Design systolic_feeder, sky130hd; sources not shown.
**Run 1: sequential cells coloured by netlist name**

Other sequential cells in the stronger grey, the rest of the logic in the fainter grey.
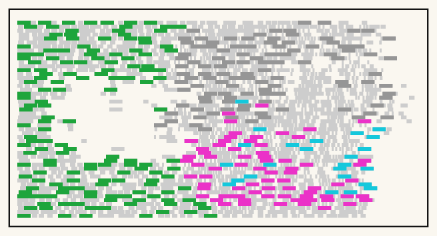
[cyan] a_q | placed flops: 24
[green] res | placed flops: 153
[magenta] mat_a_q | placed flops: 72
final core utilization: 62.18%
FF/Latch Area: 8960 µm²
Seq area share: 38.20%

**Run 1: routing congestion**

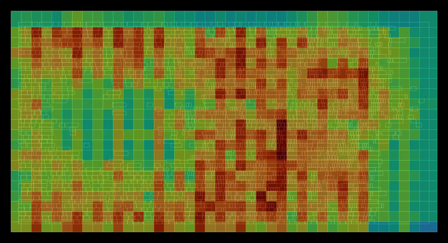
all-layer global routing usage: 25.65%
met2 Track Usage GR: 43.10%
wire per inst: 19.70 µm
met3 Use GR: 6.397%

**Run 1: supply network**

Pins as bars on the die edge. Tap cells in grey.
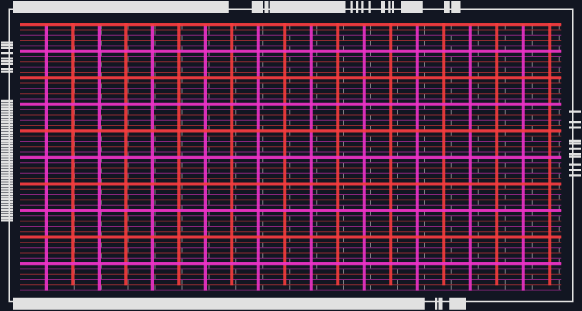
[red] VDD
[magenta] VSS
met5 straps: 10
tap cells: 520
rows: 50
met4 straps: 20
Chip Height: 148.9 µm
Core ar.: 37720 µm²

==> Changelog: implementation, run 1 <==
### Changed

* Status: completed
* ANT nets after route at 0
* Number of non-clock inverters at 134
* WP data arrival at 4180 ps
* Most common cell in the netlist: nand2_1
* Ranking of synthesized cells by instance count: nand2_1, dfrtp_1, mux2_2, o21ai_0, inv_1
* Max reg flops at 153
* CTS tree: yes
* AO/OA Area Share at 6.233%
* Routed Wire Length at 56.62 mm
* Fin. max-slew vios at 0
* Number of synthesis warnings at 0
* DRC Markers at 0
* CP required at 4640 ps
* H-tree Lvls at 2
* FF-to-FF path depth at 20
* Clock buffer count from CTS at 35
* Met1 usage at 33.04%
* Non-clk bufs at 530
* Yosys top cell by area: dfrtp_1
* TritonCTS Sinks at 358
* Clk Latency, worst-skew pair at 530 ps
## Run 2: what changed since run 1
--- a/config.mk
+++ b/config.mk
@@ -10,9 +10,10 @@
 export CAP_MARGIN = 0
 export CORE_ASPECT_RATIO = 0.5
 export CORE_MARGIN = 5
-export CORE_UTILIZATION = 43
+export CORE_UTILIZATION = 44
+export CTS_BUF_LIST = sky130_fd_sc_hd__clkbuf_2 sky130_fd_sc_hd__clkbuf_4 sky130_fd_sc_hd__clkbuf_8
 export DETAILED_ROUTE_END_ITERATION = 16
-export PLACE_DENSITY = 0.83
+export PLACE_DENSITY = 0.85
 export SETUP_SLACK_MARGIN = 0.2
 export SLEW_MARGIN = 20
 export SYNTH_ARGS = -nofsm -noshare
==> run 2 against run 1 <==
Effect of this change:
- clock skew increased by 16 ps
- largest cell class unchanged
- critical path type unchanged
- cell area decreased by 0.21%
- critical endpoint is now b_q[21]
- setup slack got worse by 30 ps
==> Changelog: implementation, run 2 <==
### Changed

* Routed Wire Length at 57.32 mm (was 56.62 mm)
* Critical path's slowest cell: ha_1 (was dfrtp_1)
* Yosys top cell by area: dfrtp_1 (unchanged)
* Synthesized area at 16600 µm² (unchanged)
* H-tree Lvls at 2 (unchanged)
* FF-to-FF path depth at 18 (was 20)
* Ranking of synthesized cells by instance count: nand2_1, dfrtp_1, mux2_2, o21ai_0, inv_1 (unchanged)
* Clk Latency, worst-skew pair at 630 ps (was 530 ps)
* All-layer global routing usage at 26.52% (was 25.65%)
* ANT nets after route at 0 (unchanged)
* Crit path kind: reg2reg (unchanged)
* Top cells by area: dfrtp_1, nand2_1, mux2_2, o21ai_0, nand3_1 (unchanged)
* CP required at 4780 ps (was 4640 ps)
* CP top delay family: adder cells (unchanged)
* Non-clk bufs at 531 (was 530)
* WP data arrival at 4340 ps (was 4180 ps)
* R2R Setup Slk at 440 ps (was 470 ps)
* Die W at 284.7 µm (was 287.9 µm)
* FF/Latch Area at 8960 µm² (unchanged)
* Most common cell in the netlist: nand2_1 (unchanged)
* CTS tree: yes (unchanged)
* Critical-path maximum fanout at 11 (was 13)
* Clock buffer count from CTS at 52 (was 35)
* Fin. max-slew vios at 0 (unchanged)
* Crit path capture type: flip-flop (unchanged)
* Number of synthesis warnings at 0 (unchanged)
* Met3 Use GR at 5.256% (was 6.397%)
* Met1 usage at 34.63% (was 33.04%)
* Area fraction in xor and xnor cells at 0.4145% (unchanged)
* AO/OA Area Share at 6.233% (unchanged)
* Gr ovfl total at 0 (unchanged)
* Chip Height at 147.4 µm (was 148.9 µm)
* Status: completed (unchanged)
* Wire per inst at 19.87 µm (was 19.70 µm)
* Met2 Track Usage GR at 43.50% (was 43.10%)
* Simple Share, Synth at 22.04% (unchanged)
* DRC Markers at 0 (unchanged)
* Clock-pin slew on the worst setup and hold paths at 80 ps (was 70 ps)
* Max reg flops at 153 (unchanged)
* Area after DPL at 22140 µm² (was 22170 µm²)
**Run 2: sequential cells coloured by netlist name**

Other sequential cells in the stronger grey, the rest of the logic in the fainter grey.
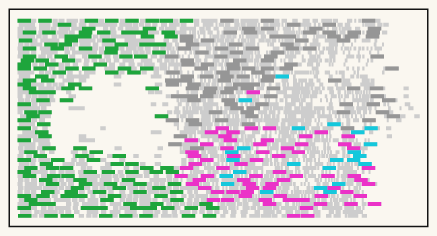
[cyan] a_q | placed flops: 24
[green] res | placed flops: 153
[magenta] mat_a_q | placed flops: 72
Seq area share: 38.28%
final core utilization: 62.67%

**Run 2: cells coloured by class**

Scale bar: 100 µm.
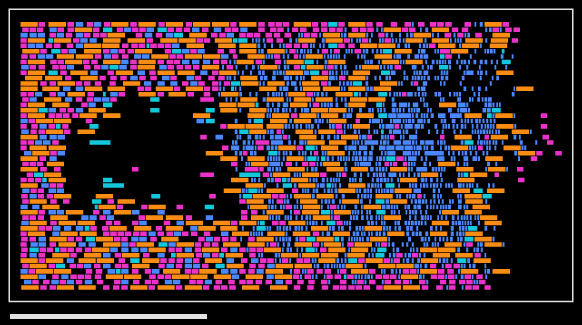
[cyan] clock drivers and dummy loads | cells: 96 | share of their area: 5.2%
[orange] sequential cells | cells: 358 | share of their area: 39%
[magenta] remaining buffers and delay cells | cells: 531 | share of their area: 23%
[blue] remaining logic cells | cells: 1399 | share of their area: 32%
Core ar.: 37350 µm²
Design Area, Final: 23410 µm²

## Run 3: what changed since run 2
--- a/config.mk
+++ b/config.mk
@@ -10,7 +10,7 @@
 export CAP_MARGIN = 0
 export CORE_ASPECT_RATIO = 0.5
 export CORE_MARGIN = 5
-export CORE_UTILIZATION = 44
+export CORE_UTILIZATION = 45
 export CTS_BUF_LIST = sky130_fd_sc_hd__clkbuf_2 sky130_fd_sc_hd__clkbuf_4 sky130_fd_sc_hd__clkbuf_8
 export DETAILED_ROUTE_END_ITERATION = 16
 export PLACE_DENSITY = 0.85
@@ -18,4 +18,5 @@
 export SLEW_MARGIN = 20
 export SYNTH_ARGS = -nofsm -noshare
 export SYNTH_HDL_FRONTEND = slang
+export SYNTH_HIERARCHICAL = 1
 export SYNTH_SLANG_ARGS = --single-unit
==> run 3 against run 2 <==
Effect of this change:
- flip-flop count is the same
- sequential share of layout area shrank 1.5 points
- setup slack gained 12 ps
- maximum frequency grew 0.32%
- clock-buffer cell count shrank 4
- wire length grew 13%
- non-clock buffer count shrank 2
- highest routed layer is now met4
==> Changelog: implementation, run 3 <==
### Changed

* Status: completed (unchanged)
* Top cells by area: dfrtp_1, nand2_1, nand3_1, inv_1, o21ai_0 (was dfrtp_1, nand2_1, mux2_2, o21ai_0, nand3_1)
* Critical path's slowest cell: fa_2 (was ha_1)
* Met2 Track Usage GR at 43.36% (was 43.50%)
* Critical-path maximum fanout at 7 (was 11)
* Non-clk bufs at 529 (was 531)
* ANT nets after route at 0 (unchanged)
* Yosys top cell by area: dfrtp_1 (unchanged)
* FF-to-FF path depth at 19 (was 18)
* Met3 Use GR at 6.736% (was 5.256%)
* Fin. max-slew vios at 0 (unchanged)
* Most common cell in the netlist: nand2_1 (unchanged)
* Clock buffer count from CTS at 52 (unchanged)
* WP data arrival at 4330 ps (was 4340 ps)
* Simple Share, Synth at 32.71% (was 22.04%)
* Ranking of synthesized cells by instance count: nand2_1, dfrtp_1, nand3_1, inv_1, o21ai_0 (was nand2_1, dfrtp_1, mux2_2, o21ai_0, inv_1)
* CTS tree: yes (unchanged)
* Area after DPL at 23090 µm² (was 22140 µm²)
**Run 3: clock network drawn from the DEF**

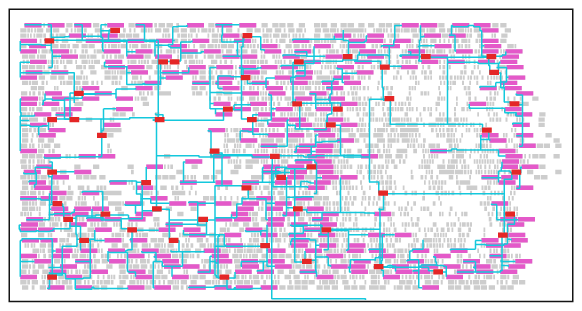
[red] clock-net drivers | count: 52
[magenta] flip-flops | count: 358
[cyan] clock wires | length: 5010 µm
routed clock nets: 53
Clk Latency, worst-skew pair: 620 ps
clock skew: 26.44 ps

**Run 3: routing congestion**

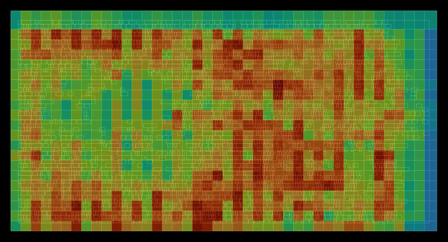
all-layer global routing usage: 28.14%
wire per inst: 19.09 µm
met1 usage: 37.87%
gr busiest metal: met2
final core utilization: 62.48%

